==> run_1/ff_map.png <==
Other sequential cells in the stronger grey, the rest of the logic in the fainter grey.
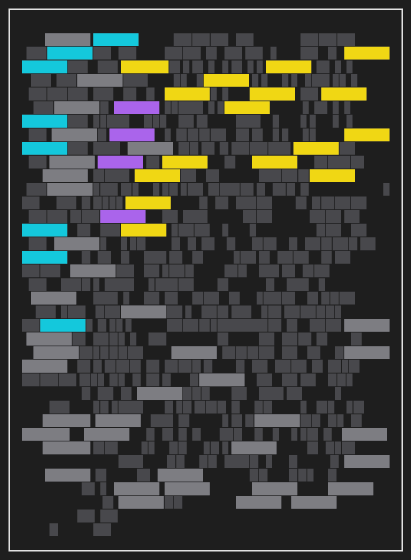
==> run_1/m1.png <==
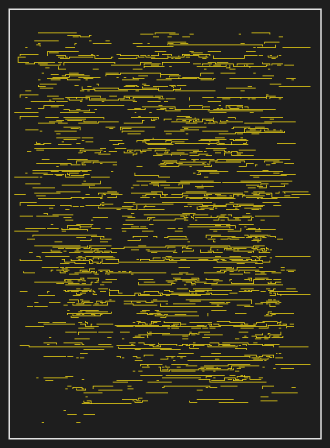
==> run_1/congestion_map.png <==
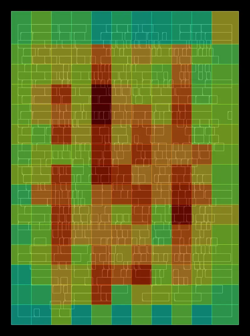
<file path="config.mk">
export PLATFORM = sky130hd
export DESIGN_NAME = serial_rx_core
export DESIGN_NICKNAME = d
export VERILOG_FILES = /design/src/rtl/serial_pkg.sv /design/src/rtl/serial_rx_sync.sv /design/src/rtl/serial_rx_core.sv
export SDC_FILE = /design/constraint.sdc
export NUM_CORES = 1
export LEC_CHECK = 0
export CAP_MARGIN = 10
export CORE_ASPECT_RATIO = 1.4
export CORE_MARGIN = 2
export CORE_UTILIZATION = 53
export DETAILED_ROUTE_END_ITERATION = 10
export PLACE_DENSITY = 0.8
export SYNTH_ARGS = -nofsm -noshare
export SYNTH_HDL_FRONTEND = slang
export SYNTH_SLANG_ARGS = --single-unit
</file>
<file path="constraint.sdc">
create_clock -name Clk -period 3.85 [get_ports Clk]
set_clock_uncertainty 0.2 [all_clocks]
set_input_delay 0.9625 -clock Clk [delete_from_list [all_inputs] [get_ports Clk]]
set_output_delay 0.9625 -clock Clk [all_outputs]
set_load 0.05 [all_outputs]
</file>
<file path="src/rtl/serial_pkg.sv">
// Shared types and constants for the serial receive path.
// FSM states, parity modes and the divisor floor.
package serial_pkg;

  typedef enum logic [2:0] {
    IDLE,
    START,
    DATA,
    PARITY,
    STOP,
    DONE,
    BRK_WAIT
  } state_t;

  localparam int PAR_NONE  = 0;
  localparam int PAR_ODD   = 1;
  localparam int PAR_EVEN  = 2;
  localparam int MIN_LIMIT = 4;

endpackage

</file>
<file path="src/rtl/serial_rx_sync.sv">
// Two-flop rx synchronizer with falling-edge detect.
// Flops reset high so reset release never looks like a start bit.
module serial_rx_sync (
  input  logic Clk,
  input  logic Rst_n,
  input  logic rx,
  output logic rx_s,
  output logic fall
);

  logic [2:0] q;

  always_ff @(posedge Clk or negedge Rst_n) begin
    if (!Rst_n) q <= 3'b111;
    else        q <= {q[1:0], rx};
  end

  assign rx_s = q[1];
  assign fall = q[2] & ~q[1];

endmodule

</file>
<file path="src/rtl/serial_rx_core.sv">
// Parametrised UART receiver: mid-bit sampling, error flags,
// valid/ready word hold with sticky overrun.
module serial_rx_core
  import serial_pkg::*;
#(
  parameter int DATA_BITS = 8,
  parameter int PARITY    = 0,
  parameter int STOP_BITS = 1,
  parameter int DIV_WIDTH = 16
) (
  input  logic                 Clk,
  input  logic                 Rst_n,
  input  logic                 rx,
  input  logic [DIV_WIDTH-1:0] limit,
  output logic [DATA_BITS-1:0] data,
  output logic                 data_valid,
  input  logic                 data_ready,
  output logic                 parity_err,
  output logic                 frame_err,
  output logic                 break_det,
  output logic                 overrun_err,
  output logic                 busy
);

  localparam logic [DIV_WIDTH-1:0] ONE =
    DIV_WIDTH'(1);
  localparam logic [DIV_WIDTH-1:0] MIN_L =
    DIV_WIDTH'(MIN_LIMIT);
  localparam logic [3:0] LAST_BIT =
    4'(DATA_BITS - 1);
  localparam logic LAST_STOP = (STOP_BITS == 2);

  state_t state, nxt;

  logic                 rx_s;
  logic                 fall;
  logic [DIV_WIDTH-1:0] cnt;
  logic [DIV_WIDTH-1:0] lim;
  logic [DIV_WIDTH-1:0] half;
  logic [DIV_WIDTH-1:0] lim_c;
  logic [3:0]           bitn;
  logic                 stopn;
  logic [DATA_BITS-1:0] shreg;
  logic                 pbit;
  logic                 stop_low;
  logic                 tick_h;
  logic                 tick;
  logic                 sample;
  logic                 counting;
  logic                 perr_c;
  logic                 brk_c;

  serial_rx_sync u_sync (
    .Clk   (Clk),
    .Rst_n (Rst_n),
    .rx    (rx),
    .rx_s  (rx_s),
    .fall  (fall)
  );

  assign lim_c  = (limit < MIN_L) ? MIN_L : limit;
  assign tick_h = (cnt == half - ONE);
  assign tick   = (cnt == lim - ONE);
  assign busy   = (state != IDLE);
  assign brk_c  = ~|shreg & ~pbit & stop_low;

  always_comb begin
    perr_c = 1'b0;
    if (PARITY == PAR_ODD)
      perr_c = ~(^shreg ^ pbit);
    else if (PARITY == PAR_EVEN)
      perr_c = ^shreg ^ pbit;
  end

  always_comb begin
    sample   = 1'b0;
    counting = 1'b0;
    unique case (state)
      START: begin
        sample   = tick_h;
        counting = 1'b1;
      end
      DATA, serial_pkg::PARITY, STOP: begin
        sample   = tick;
        counting = 1'b1;
      end
      default: ;
    endcase
  end

  always_ff @(posedge Clk or negedge Rst_n) begin
    if (!Rst_n) state <= IDLE;
    else        state <= nxt;
  end

  always_comb begin
    nxt = state;
    unique case (state)
      IDLE:
        if (fall) nxt = START;
      START:
        if (tick_h) nxt = rx_s ? IDLE : DATA;
      DATA:
        if (tick && bitn == LAST_BIT)
          nxt = (PARITY != PAR_NONE) ?
                serial_pkg::PARITY : STOP;
      serial_pkg::PARITY:
        if (tick) nxt = STOP;
      STOP:
        if (tick && stopn == LAST_STOP) nxt = DONE;
      DONE:
        nxt = brk_c ? BRK_WAIT : IDLE;
      BRK_WAIT:
        if (rx_s) nxt = IDLE;
      default:
        nxt = IDLE;
    endcase
  end

  // Divisor is captured at the start edge; later changes are ignored.
  always_ff @(posedge Clk or negedge Rst_n) begin
    if (!Rst_n) begin
      cnt      <= '0;
      lim      <= MIN_L;
      half     <= '0;
      bitn     <= '0;
      stopn    <= 1'b0;
      shreg    <= '0;
      pbit     <= 1'b0;
      stop_low <= 1'b0;
    end else begin
      if (state == IDLE && fall) begin
        lim      <= lim_c;
        half     <= lim_c >> 1;
        cnt      <= '0;
        bitn     <= '0;
        stopn    <= 1'b0;
        pbit     <= 1'b0;
        stop_low <= 1'b0;
      end else if (sample) begin
        cnt <= '0;
      end else if (counting) begin
        cnt <= cnt + ONE;
      end
      if (sample && state == DATA) begin
        shreg <= {rx_s, shreg[DATA_BITS-1:1]};
        bitn  <= bitn + 4'd1;
      end
      if (sample && state == serial_pkg::PARITY)
        pbit <= rx_s;
      if (sample && state == STOP) begin
        if (!stopn) stop_low <= ~rx_s;
        stopn <= ~stopn;
      end
    end
  end

  // An accept in the DONE cycle frees the slot for the new word.
  always_ff @(posedge Clk or negedge Rst_n) begin
    if (!Rst_n) begin
      data        <= '0;
      data_valid  <= 1'b0;
      parity_err  <= 1'b0;
      frame_err   <= 1'b0;
      break_det   <= 1'b0;
      overrun_err <= 1'b0;
    end else if (state == DONE) begin
      if (!data_valid || data_ready) begin
        data       <= shreg;
        parity_err <= perr_c;
        frame_err  <= stop_low;
        break_det  <= brk_c;
        data_valid <= 1'b1;
      end else begin
        overrun_err <= 1'b1;
      end
    end else if (data_valid && data_ready) begin
      data_valid <= 1'b0;
    end
  end

endmodule
</file>
==> summary.log, run 1 <==
qor: status.run_status finished clean
qor: synth.yosys_register_bits 66
qor: global_routing.leftover_overflow_at_the_end_of_global_routing 0
qor: worst_setup_path.timing.critical_path.cells nor4_1, and3_1, o221ai_1, a2111o_1, a2111o_1, nor3_4, buf_4, mux2_2
qor: finish.antenna_cells 0
qor: finish.final_layout_top_logic_cell sky130_fd_sc_hd__nand2_1
qor: synth.synthCells 458
qor: synth.synth.cellmix.adderShare 1.22%
qor: die.die_y 108 um
qor: die.fp_util 55.2%
qor: finish.area.growth.synth_to_final 14.8%
qor: synth.ys_cells 458
qor: synth.synth_top_flop_cell sky130_fd_sc_hd__dfrtp_1
qor: clock_network.cts_setup_buffers 0
qor: worst_setup_path.setup.worst_path.end_class flop
qor: synth.synth_top_cell_by_count sky130_fd_sc_hd__nand2_1
qor: synth.topCellsByArea sky130_fd_sc_hd__dfrtp_1 (38%), sky130_fd_sc_hd__nand2_1 (5.8%), sky130_fd_sc_hd__mux2_2 (5.2%)
qor: detailed_routing.drt_first_pass_iters 4
qor: clock_network.clock_tree_from_tritoncts built
qor: clock_network.cts.htree.levels 3
qor: finish.final-seq-area 0.00166 mm^2
qor: timing.setup-violations-final 0
qor: finish.layout_top_cells_excl_fill_tap sky130_fd_sc_hd__nand2_1 (63), sky130_fd_sc_hd__dfrtp_1 (62), sky130_fd_sc_hd__o21ai_0 (40)
qor: detailed_routing.drc 0
qor: timing.fin_hold_ws 0.159 ns
qor: synth.post-synth-top-area-cell sky130_fd_sc_hd__dfrtp_1
qor: synth.synth-compound-area-share 14.5%
qor: finish.drive_above_1_share 14.3%
qor: die.core-area 0.00741 mm^2
qor: power.p_per_area 590 mW/mm^2
qor: power.power.leakage 1.99 nW
qor: synth.post_synth_num_cell_types 59
Notes on ff_map.png above:
| colour | name in the netlist | flops |
|---|---|---|
| purple | `bitn` | 4 |
| yellow | `lim` | 16 |
| cyan | `data` | 8 |
not coloured: 38
Seq area share: 35.3%
power in sequential cells: 1.09 mW

Notes on m1.png above:
longest straight run: 23.5 um
nets with wire on the layer: 464
wire length on this layer: 4090 um
share of all routed wire: 40%
main direction: horizontal
met1 usage: 28.7%
total via count after detailed routing: 3620

Notes on congestion_map.png above:
GRT Overall Usage: 25.5%
met2 Resource Use GR: 46.8%
Util after Layout: 63.4%
routing usage on met3: 5.79%

[run 1: flip-flops by register name, indices dropped and copies added (netlist names), 3 cells and up]
signal and flops:
bitn 4, cnt 16, data 8, lim 16
shreg 8, state 3, u_sync.q 3
[run 1: kinds of logic after synthesis]
kind of cell,count (synthesis)
mux,24
xor+xnor,34
other cells,1
flops,66
fa+ha+maj,4
simple gates,194
compound gates,92
buf+inv,43
[run 1: worst max-delay path: cells and delay by family, from the launching register on]
kind            cells  cell delay, ns
flops               1            0.55
mux                 1            0.35
buf+inv             1            0.25
compound gates      3            1.01
simple gates        3            1.12
[run 1: path summary, 6_finish.rpt]
check	cells after the start	slack (ns)	to
max in group asynchronous	2	2.27	lim[6]$_DFFE_PN0P_
min	0	0.16	u_sync.q[1]$_DFF_PN1_
min reg2reg	0	0.16	u_sync.q[1]$_DFF_PN1_
max reg2reg	8	0.26	shreg[5]$_DFFE_PN0P_
min in group asynchronous	1	0.45	overrun_err$_DFFE_PN0P_
max	8	0.26	shreg[5]$_DFFE_PN0P_
[run 1: routing by layer]
layer / GRT usage, % / wire length [um]
met5: 0 / 0
met4: 9.52 / 251
met3: 5.79 / 372
met2: 46.8 / 5490
met1: 28.7 / 4090
[run 1: area by class of cell]
class	count	share of cell area (%)
inverter	11	0.880
sequential	66	35.3
timing repair buffer	49	9.44
tap	97	2.59
multi-input combinational	349	47.9
clock buffer	10	2.93
clock inverter	6	1.01
[run 1: power by group]
| group | internal (mW) | switching (mW) |
|---|---|---|
| registers | 0.818 | 0.274 |
| clock network | 0.258 | 0.296 |
| logic | 0.470 | 0.652 |
[run 1: through the flow]
step / util [%] / setup slack (ns)
after detailed placement: 60.8 / 0.304
final: 63.4 / 0.255
after floorplan: - / 0.506
after global placement: 60.8 / 0.300
after CTS: 63.3 / 0.290
after global routing: 63.4 / 0.0471
--- run 2 (diff from run 1) ---
Settings changed: ABC_AREA from default to 0, SLEW_MARGIN from default to 20.
==> run 2 against run 1 <==
  * Cell area did not move
  * Worst hold slack did not move
  * Worst setup slack did not move
  * Clock-buffer cell count did not move
  * Register-to-register slack barely moved
  * Total power did not move
  * Routed wire length did not move
  * Synthesized cell count did not move
  * Via count did not move
  * Clock power barely moved
  * Die size did not move
  * Highest routed layer unchanged
==> summary.log, run 2 <==
qor: finish.drive_above_1_share 14.3% [unchanged]
qor: power.power.leakage 1.99 nW [unchanged]
qor: global_routing.grt_use_met1 28.7% [unchanged]
qor: detailed_routing.drc 0 [unchanged]
qor: finish.post-route-util 63.4% [unchanged]
qor: finish.antenna_cells 0 [unchanged]
qor: finish.area.growth.synth_to_final 14.8% [unchanged]
qor: worst_setup_path.crit-reg2reg-capture shreg[5]$_DFFE_PN0P_
qor: global_routing.global_route.usage.total 25.5% [unchanged]
qor: synth.post-synth-top-area-cell sky130_fd_sc_hd__dfrtp_1
qor: synth.topCellsByArea sky130_fd_sc_hd__dfrtp_1 (38%), sky130_fd_sc_hd__nand2_1 (5.8%), sky130_fd_sc_hd__mux2_2 (5.2%)
qor: synth.synth_top_cell_by_count sky130_fd_sc_hd__nand2_1
qor: power.p_per_area 590 mW/mm^2 [unchanged]
qor: timing.setup-violations-final 0 [unchanged]
qor: synth.synthCells 458 [unchanged]
qor: detailed_routing.top_layer met4
qor: synth.synth_top_flop_cell sky130_fd_sc_hd__dfrtp_1
qor: detailed_routing.met2WireLength 5490 um [unchanged]
qor: die.core-area 0.00741 mm^2 [unchanged]
qor: worst_setup_path.r2r_slack 0.26 ns [about the same]
qor: synth.yosys_register_bits 66 [unchanged]
qor: clock_network.clock_tree_from_tritoncts built
qor: clock_network.cts.htree.levels 3 [unchanged]
qor: worst_setup_path.timing.critical_path.cells nor4_1, and3_1, o221ai_1, a2111o_1, a2111o_1, nor3_4, buf_4, mux2_2
qor: global_routing.met2_usage 46.8% [unchanged]
qor: detailed_routing.drt_first_pass_iters 4 [unchanged]
qor: finish.layout_top_cells_excl_fill_tap sky130_fd_sc_hd__nand2_1 (63), sky130_fd_sc_hd__dfrtp_1 (62), sky130_fd_sc_hd__o21ai_0 (40)
qor: worst_hold_path.hold_end u_sync.q[1]$_DFF_PN1_
qor: finish.final_layout_top_logic_cell sky130_fd_sc_hd__nand2_1
qor: detailed_routing.dr_wl_met3 372 um [unchanged]
qor: global_routing.leftover_overflow_at_the_end_of_global_routing 0 [unchanged]
qor: worst_setup_path.setup.worst_path.end_class flop
qor: status.run_status finished clean
qor: global_routing.gr-usage-met3 5.79% [unchanged]
qor: worst_setup_path.critical_path.endpoint shreg[5]$_DFFE_PN0P_
qor: worst_setup_path.ff2ff_path_depth 8 [unchanged]
==> run 2: layout make-up <==
| cell class | instances | area share (%) |
|---|---|---|
| clock buffer | 10 | 2.93 |
| clock inverter | 6 | 1.01 |
| inverter | 11 | 0.880 |
| multi-input combinational | 349 | 47.9 |
| sequential | 66 | 35.3 |
| tap | 97 | 2.59 |
| timing repair buffer | 49 | 9.44 |
==> run 2: cell families (layout without fill, tap and decap cells) <==
| family | after synthesis | in the layout | share of synthesized area, % |
|---|---|---|---|
| compound gates | 92 | 92 | 14.5 |
| xor+xnor | 34 | 34 | 7.28 |
| fa+ha+maj | 4 | 4 | 1.22 |
| buf+inv | 43 | 76 | 4.68 |
| flops | 66 | 66 | 40.5 |
| mux | 24 | 24 | 6.58 |
| other cells | 1 | 1 | 0.0917 |
| simple gates | 194 | 194 | 25.1 |
==> run 2: timing repair <==
item                                    in CTS  in global routing
setup buffers                                0                  0
gates resized                                0                  1
endpoints found under the setup margin       0                  1
==> run 2: through the flow <==
step                setup slack [ns]  cell area [um^2]  std cells  hold slack [ns]
floorplan                      0.506              4090        458            0.145
global placement               0.300              4500        572            0.147
detailed placement             0.304              4500        572            0.149
CTS                            0.290              4690        588            0.160
global route                  0.0471              4690        588            0.162
finish                         0.255              4690        588            0.159
==> run 2: where the power goes <==
part           total [mW]  switching [mW]  leakage, nW  internal (mW)
logic                1.12           0.652         1.03          0.470
registers            1.09           0.274        0.866          0.818
clock network       0.554           0.296       0.0937          0.258
total                2.77            1.22         1.99           1.55
==> run 2: worst max-delay path, delay by kind of cell, from the launching register on <==
family | cells | cell delay (ns)
buffers and inverters | 1 | 0.25
AND-OR/OR-AND | 3 | 1.01
flip-flops | 1 | 0.55
multiplexers | 1 | 0.35
AND/OR/NAND/NOR | 3 | 1.12
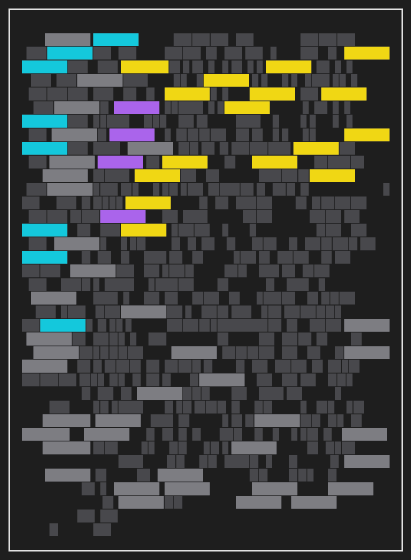
(run_2/ff_map.png)
Other sequential cells in the stronger grey, the rest of the logic in the fainter grey.
| colour | name in the netlist | flops |
|---|---|---|
| purple | `bitn` | 4 |
| cyan | `data` | 8 |
| yellow | `lim` | 16 |
FF/Latch Area: 0.00166 mm^2

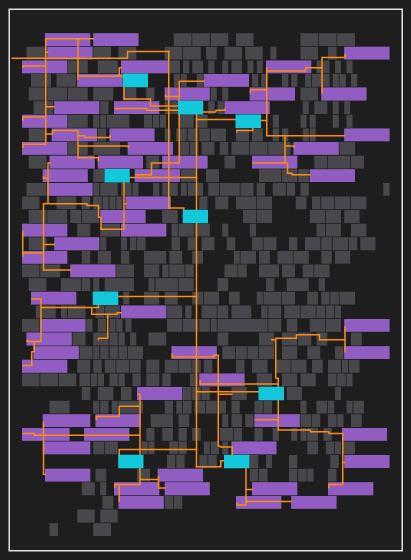
(run_2/clock_wires.png)
[purple] flip-flops | count: 66
[cyan] clock-net drivers | count: 9
[orange] clock wires | length: 857 um
routed clock nets: 10
flops lie: widely spread

==> run_2/port_trees.png <==
Bar = 20 um.
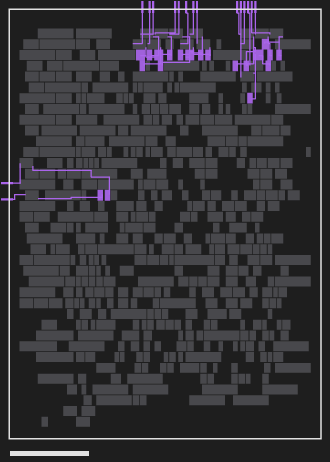

--- run 3 (diff from run 2) ---
Settings changed: CORE_UTILIZATION 53 to 59, PLACE_DENSITY 0.8 to 0.87.
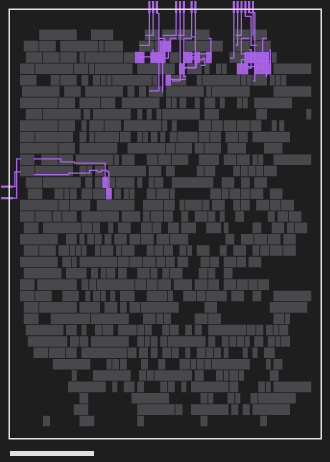
(run_3/port_trees.png)
Bar = 20 um.
| colour | port | direction | edge | end cells | buffers | wire |
|---|---|---|---|---|---|---|
| purple | `limit` | input | 14 top, 2 left | 20 | 16 | 348 um |

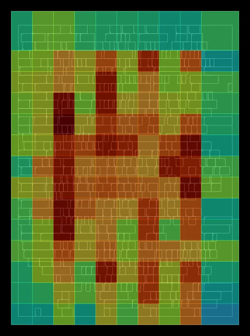
(run_3/congestion_map.png)
met1 usage: 32.3%
GRT Overall Usage: 28.5%

==> run 3 against run 2 <==
  * Highest routed layer unchanged
  * Cell area is 0.43% lower
  * Sequential power hardly changed
  * Largest power group is now registers
  * Area after synthesis stayed put
  * Combinational power is 5% lower
==> summary.log, run 3 <==
qor: synth.topCellsByArea sky130_fd_sc_hd__dfrtp_1 (38%), sky130_fd_sc_hd__nand2_1 (5.8%), sky130_fd_sc_hd__mux2_2 (5.2%)
qor: status.run_status finished clean
qor: synth.yosys_register_bits 66 [unchanged]
qor: synth.synth.cellmix.adderShare 1.22% [unchanged]
qor: synth.synth_top_cell_by_count sky130_fd_sc_hd__nand2_1
qor: worst_setup_path.setup.worst_path.end_class flop
qor: synth.xor_area_share 7.28% [unchanged]
qor: timing.setup-violations-final 0 [unchanged]
qor: finish.drive_above_1_share 13.7% [-0.53 points]
qor: synth.synth_top_flop_cell sky130_fd_sc_hd__dfrtp_1
qor: timing.worst_slack 0.261 ns [+0.00596 ns]
qor: finish.layout_top_cells_excl_fill_tap sky130_fd_sc_hd__nand2_1 (63), sky130_fd_sc_hd__dfrtp_1 (62), sky130_fd_sc_hd__o21ai_0 (40)
qor: finish.design_area 0.00467 mm^2 [-0.43%]
qor: worst_setup_path.timing.critical_path.cells or4_4, or4_4, nor3b_1, o31ai_1, a2111o_1, nor3_4, buf_4, mux2_2
qor: detailed_routing.drt_first_pass_iters 4 [unchanged]
qor: synth.synthCells 458 [unchanged]
qor: placed_design.dpl-instance-area 0.00447 mm^2 [-0.64%]
qor: placed_design.dp_cells 564 [-1.4%]
qor: finish.post-route-util 70.2% [+6.8 points]
qor: synth.synth-compound-area-share 14.5% [unchanged]
qor: synth.post_synth_mux_area_share 6.58% [unchanged]
qor: finish.antenna_cells 0 [unchanged]
qor: synth.yosys.area_share.simple 25.1% [unchanged]
qor: die.core-area 0.00666 mm^2 [-10%]
==> run 3: cell counts after synthesis <==
Identical to the previous run, type by type.
==> run 3: routing by layer <==
metal	share of wire, %	track usage (%)	vias to the layer above
met5	0	0	-
met4	3.2	12.0	0
met3	3.9	4.24	28
met2	54	52.3	118
met1	39	32.3	1771
li1	-	-	1702
==> run 3: power breakdown <==
group | total [mW] | switching [mW] | internal (mW) | leakage [nW]
clock | 0.571 | 0.273 | 0.297 | 0.0990
sequential | 1.12 | 0.297 | 0.818 | 0.866
combinational | 1.06 | 0.603 | 0.454 | 1.01
==> run 3: final cells by class <==
cell class | count | area (um^2)
multi-input combinational | 349 | 2250
fill | 528 | 1980
sequential | 66 | 1660
timing repair buffer | 46 | 420
clock buffer | 9 | 124
tap | 92 | 115
clock inverter | 7 | 70.1
inverter | 11 | 41.3
==> run 3: kinds of logic after synthesis <==
group,Yosys count
simple gates,194
compound gates,92
flops,66
buf+inv,43
xor+xnor,34
mux,24
fa+ha+maj,4
other cells,1
==> run 3: path summary, 6_finish.rpt <==
check | end | slack [ns] | depth (start not counted)
hold reg to reg | u_sync.q[1]$_DFF_PN1_ | 0.16 | 0
setup / recovery | shreg[0]$_DFFE_PN0P_ | 0.26 | 8
max in group asynchronous | lim[2]$_DFFE_PN1P_ | 2.27 | 2
hold / removal | u_sync.q[1]$_DFF_PN1_ | 0.16 | 0
setup reg to reg | shreg[0]$_DFFE_PN0P_ | 0.26 | 8
min in group asynchronous | overrun_err$_DFFE_PN0P_ | 0.43 | 1
==> run 3: repair_timing <==
item                                    in CTS  in global routing
buffers inserted                             0                  0
endpoints found under the setup margin       0                  3
resized                                      0                  1
Power is estimated from default activity; no workload was simulated.
